$ cat config.mk
export PLATFORM = sky130hd
export DESIGN_NAME = instr_fetch_unit
export DESIGN_NICKNAME = d
export VERILOG_FILES = /design/src/rtl/instr_fetch_unit_pkg.sv /design/src/rtl/instr_fetch_unit_fifo.sv /design/src/rtl/instr_fetch_unit.sv
export SDC_FILE = /design/constraint.sdc
export NUM_CORES = 1
export LEC_CHECK = 0
export ABC_AREA = 1
export CORE_ASPECT_RATIO = 1.2
export CORE_MARGIN = 10
export CORE_UTILIZATION = 39
export CTS_BUF_LIST = sky130_fd_sc_hd__clkbuf_4 sky130_fd_sc_hd__clkbuf_8
export DETAILED_ROUTE_END_ITERATION = 12
export PLACE_DENSITY = 0.63
export SYNTH_ARGS = -nofsm -noshare
export SYNTH_HDL_FRONTEND = slang
export SYNTH_SLANG_ARGS = --single-unit
$ cat constraint.sdc
create_clock -name clk -period 5.75 [get_ports clk]
set_input_delay 1.4375 -clock clk [delete_from_list [all_inputs] [get_ports clk]]
set_output_delay 1.4375 -clock clk [all_outputs]
set_load 0.05 [all_outputs]
$ cat src/rtl/instr_fetch_unit_pkg.sv
// Shared types and constants for the instruction fetch unit.
// Holds the FSM state encoding, queue entry layout and PC helpers.
package instr_fetch_unit_pkg;

    localparam int          INSTR_W = 32;
    localparam logic [31:0] PC_STEP = 32'd4;
    localparam logic [31:0] NOP     = 32'h0;

    typedef enum logic {
        ST_FETCH = 1'b0,
        ST_DRAIN = 1'b1
    } ifu_state_e;

    typedef struct packed {
        logic [31:0]        pc;
        logic [INSTR_W-1:0] instr;
    } ifu_entry_t;

    // Observation bundle so checkers can bind to the FSM and PCs by name.
    typedef struct packed {
        ifu_state_e  state;
        logic [31:0] fetch_pc;
        logic [31:0] resp_pc;
    } ifu_dbg_t;

    function automatic logic [31:0] word_align(input logic [31:0] a);
        return {a[31:2], 2'b00};
    endfunction

endpackage

$ cat src/rtl/instr_fetch_unit_fifo.sv
// Prefetch queue: DEPTH x {pc, instr} synchronous FIFO with flush and a
// combinational head read. Pop on empty is ignored; push on full is illegal.
module ifu_fifo
    import instr_fetch_unit_pkg::*;
#(
    parameter int  DEPTH = 4,
    localparam int AW    = $clog2(DEPTH),
    localparam int CW    = AW + 1
) (
    input  logic             clk,
    input  logic             rst_n,
    input  logic             push,
    input  ifu_entry_t       din,
    input  logic             pop,
    input  logic             flush,
    output ifu_entry_t       dout,
    output logic [CW-1:0]    count
);

    ifu_entry_t    mem_q [DEPTH];
    logic [AW-1:0] wr_ptr_q, wr_ptr_d;
    logic [AW-1:0] rd_ptr_q, rd_ptr_d;
    logic [CW-1:0] count_q, count_d;
    logic          do_pop;

    assign do_pop = pop && (count_q != '0);

    always_comb begin
        wr_ptr_d = wr_ptr_q;
        rd_ptr_d = rd_ptr_q;
        count_d  = count_q;
        if (flush) begin
            wr_ptr_d = '0;
            rd_ptr_d = '0;
            count_d  = '0;
        end else begin
            if (push)   wr_ptr_d = wr_ptr_q + AW'(1);
            if (do_pop) rd_ptr_d = rd_ptr_q + AW'(1);
            count_d = count_q + CW'(push) - CW'(do_pop);
        end
    end

    always_ff @(posedge clk) begin
        if (!rst_n) begin
            wr_ptr_q <= '0;
            rd_ptr_q <= '0;
            count_q  <= '0;
        end else begin
            wr_ptr_q <= wr_ptr_d;
            rd_ptr_q <= rd_ptr_d;
            count_q  <= count_d;
        end
    end

    always_ff @(posedge clk) begin
        if (push && !flush) mem_q[wr_ptr_q] <= din;
    end

    assign dout  = mem_q[rd_ptr_q];
    assign count = count_q;

    a_no_push_full: assert property (@(posedge clk) disable iff (!rst_n)
        !(push && !flush && count_q == CW'(DEPTH)));

endmodule

$ cat src/rtl/instr_fetch_unit.sv
// Fetch stage: owns the fetch PC, issues in-order word reads under a credit
// limit, queues responses and hands {pc, instr} to decode; redirect squashes.
module instr_fetch_unit
    import instr_fetch_unit_pkg::*;
#(
    parameter int          DEPTH    = 4,
    parameter logic [31:0] RESET_PC = 32'h0
) (
    input  logic        clk,
    input  logic        rst_n,
    output logic        imem_req,
    output logic [31:0] imem_addr,
    input  logic        imem_gnt,
    input  logic        imem_rvalid,
    input  logic [31:0] imem_rdata,
    input  logic        redirect,
    input  logic [31:0] redirect_pc,
    output logic        if_valid,
    output logic [31:0] if_instr,
    output logic [31:0] if_pc,
    input  logic        if_ready
);

    localparam int CW = $clog2(DEPTH) + 1;

    // Handshakes: a transfer happens on a cycle where valid(req) and ready(gnt)
    // are both high; valid never depends on ready on the same interface.
    ifu_state_e    state_q, state_d;
    logic [31:0]   fetch_pc_q, fetch_pc_d;
    logic [31:0]   resp_pc_q, resp_pc_d;
    logic [CW-1:0] outstanding_q, outstanding_d;
    logic [CW-1:0] fifo_count;
    logic [CW:0]   inflight;
    ifu_entry_t    head, push_entry;
    logic          issue, rsp, push, pop;
    ifu_dbg_t      dbg;

    assign inflight   = {1'b0, fifo_count} + {1'b0, outstanding_q};
    assign imem_req   = rst_n && (state_q == ST_FETCH) && (inflight < (CW+1)'(DEPTH)) && !redirect;
    assign imem_addr  = fetch_pc_q;
    assign issue      = imem_req && imem_gnt;
    // Responses with nothing outstanding are stray and never counted.
    assign rsp        = imem_rvalid && (outstanding_q != '0);
    assign push       = rsp && (state_q == ST_FETCH) && !redirect;
    assign pop        = if_valid && if_ready;
    assign push_entry = '{pc: resp_pc_q, instr: imem_rdata};

    assign if_valid = rst_n && (fifo_count != '0);
    assign if_instr = if_valid ? head.instr : NOP;
    assign if_pc    = if_valid ? head.pc    : 32'h0;

    always_comb begin
        state_d       = state_q;
        fetch_pc_d    = fetch_pc_q;
        resp_pc_d     = resp_pc_q;
        outstanding_d = outstanding_q + CW'(issue) - CW'(rsp);
        if (issue) fetch_pc_d = fetch_pc_q + PC_STEP;
        if (push)  resp_pc_d  = resp_pc_q + PC_STEP;
        if (redirect) begin
            fetch_pc_d = word_align(redirect_pc);
            resp_pc_d  = word_align(redirect_pc);
            state_d    = (outstanding_d != '0) ? ST_DRAIN : ST_FETCH;
        end else if (state_q == ST_DRAIN && outstanding_d == '0) begin
            state_d = ST_FETCH;
        end
    end

    always_ff @(posedge clk) begin
        if (!rst_n) begin
            state_q       <= ST_FETCH;
            fetch_pc_q    <= RESET_PC;
            resp_pc_q     <= RESET_PC;
            outstanding_q <= '0;
        end else begin
            state_q       <= state_d;
            fetch_pc_q    <= fetch_pc_d;
            resp_pc_q     <= resp_pc_d;
            outstanding_q <= outstanding_d;
        end
    end

    ifu_fifo #(.DEPTH(DEPTH)) u_fifo (
        .clk   (clk),
        .rst_n (rst_n),
        .push  (push),
        .din   (push_entry),
        .pop   (pop),
        .flush (redirect),
        .dout  (head),
        .count (fifo_count)
    );

    assign dbg = '{state: state_q, fetch_pc: fetch_pc_q, resp_pc: resp_pc_q};

    a_no_stray_rvalid: assert property (@(posedge clk) disable iff (!rst_n)
        !(imem_rvalid && outstanding_q == '0));

endmodule
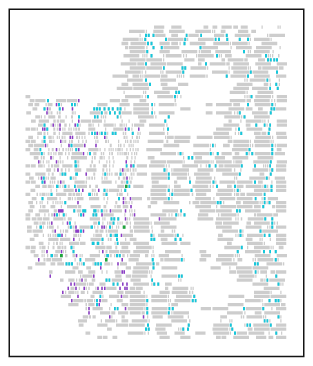
**Above:** gate-type map.
Drawn at 1.5 px/um.
Green marks AND and OR gates, cells 4. Purple marks inverters, cells 104. Cyan marks inverting AOI/OAI gates, cells 303, where all over the die.

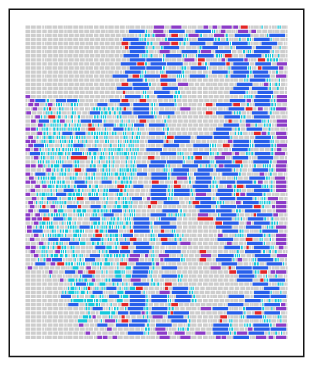
**Above:** placement by cell class.
Drawn at 1.5 px/um. Fill, decap, tap and diode cells in grey.
Red marks clock drivers and dummy loads, cells 88, share of their area 5.8%. Blue marks flip-flops, cells 321, share of their area 51%. Purple marks other buffers and delay cells, cells 179, share of their area 14%. Cyan marks all other logic, cells 1131, share of their area 30%.

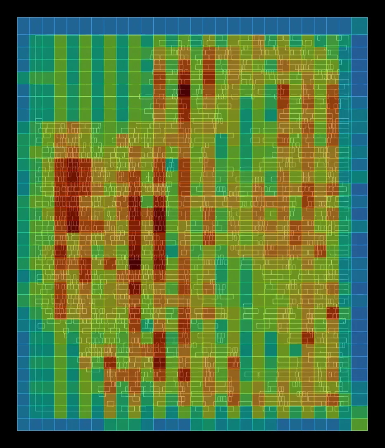
**Above:** routing congestion.
GR Util met3: 3.84%
GR Util met1: 20.7%
Top Usage Layer GRT: met2
met2 Track Usage GR: 27.2%
average wire per standard cell: 17.6 um

-- cells by family after synthesis --
group / synth area share (%)
and+or+nand+nor: 19.8
DFF: 61.9
AOI/OAI and AO/OA: 10.8
buffers and inverters: 5.11
xor gates and xnor gates: 1.03
adders and majority gates: 1.32
other: 0.0261
-- cell type report --
class / instances / area (um2)
Fill cell: 3348 / 18400
Sequential cell: 321 / 8910
Multi-Input combinational cell: 1027 / 4790
Timing Repair Buffer: 179 / 2450
Clock buffer: 74 / 912
Tap cell: 474 / 593
Inverter: 104 / 403
Clock inverter: 14 / 113
-- power by group --
part	internal, uW	switching, uW	total (uW)
Clock	1100	861	1960
Sequential	2650	107	2760
Combinational	275	503	778
Total	4030	1470	5500
-- synthesized netlist by cell type (all sizes together) --
library cell,count
a21oi,122
a31oi,7
and2,1
buf,25
clkbuf,46
clkinv,1
conb,1
dfxtp,73
edfxtp,248
fa,2
ha,12
inv,103
nand2,231
nand3,68
nand3b,11
nand4,10
nor2,357
nor3,7
o211ai,2
o21a,1
o21ai,168
o21bai,1
o22ai,3
or2,3
xnor2,6
xor2,11
-- per-layer routing --
layer / track usage [%] / share of wire, % / up-vias
met2: 27.2 / 47 / 386
li1: - / - / 5452
met3: 3.84 / 7.0 / 85
met4: 6.14 / 2.9 / 0
met5: 0 / 0 / -
met1: 20.7 / 43 / 5190
-- sequential cells by signal, summed over array words and instances, names as in the netlist, named ones only --
signal,cells
u_fifo.mem_q,248
imem_addr,30
resp_pc_q,30
outstanding_q,3
u_fifo.count,3
u_fifo.rd_ptr_q,2
u_fifo.wr_ptr_q,2
state_q,1
-- worst register-to-register path, delay by kind of cell (launching register included) --
family / cells / cell delay (ps)
adders and majority gates: 4 / 1170
buffers and inverters: 4 / 250
and+or+nand+nor: 5 / 400
DFF: 1 / 440
xor gates and xnor gates: 1 / 170
==> impl_metrics.tcl <==
# implementation run metrics
set metrics [dict create \
    post-cts-setup-buffers 0 \
    cp_slowest_cell "clkdlybuf4s50_1" \
    path_class "primary input to output port" \
    cp.required_ps 4310 \
    yosysTopAreaCellShare_pct 51.8 \
    vdd_ir_drop_max_mv 0.149 \
    ys_ff 321 \
    grt_usage_pct 16.5 \
    core-area_mm2 0.0366 \
    rsz0062_at_grt "no" \
    hold_ws_ps 474 \
    vias 11100 \
    yosysTopAreaCell "edfxtp_1" \
    cts.sinks 321 \
    skew_ps 31.0 \
    r2r-start "u_fifo.count[1]" \
    hp-start "u_fifo.rd_ptr_q[1]" \
    final_cell_count_no_fill 2193 \
    htreeDepth 2 \
    post-route-min-period_ps 5020 \
    syn_avg_cell_area_um2 9.47 \
    num_antenna_cells 0 \
    grt_first_pass_wirelength_um 60300 \
    tool_warnings 31 \
    cp_max_fo 26 \
    firstDrtPassIters 5 \
    leakage_uw 0.00653 \
    drcViolationCount 0 \
    cp_num_cells 7 \
    grt_pass1_vias 11100 \
    fp_util_pct 39.3 \
    antenna_left 0 \
    yosysWarningCount 0 \
    drv_slew 0 \
    hold_viol_final 0 \
    overflow 0 \
    dieHeight_um 230 \
    regToRegSetupSlack_ps 3220 \
    fin_util_pct 49.6 \
    critPathArrivalTime_ps 3580 \
    syn_area_mm2 0.0144 \
    status "finished clean" \
    tns_ps 0 \
    setup_slack_ps 729 \
]
No activity file was given, so power comes from the tool's default toggle rates.
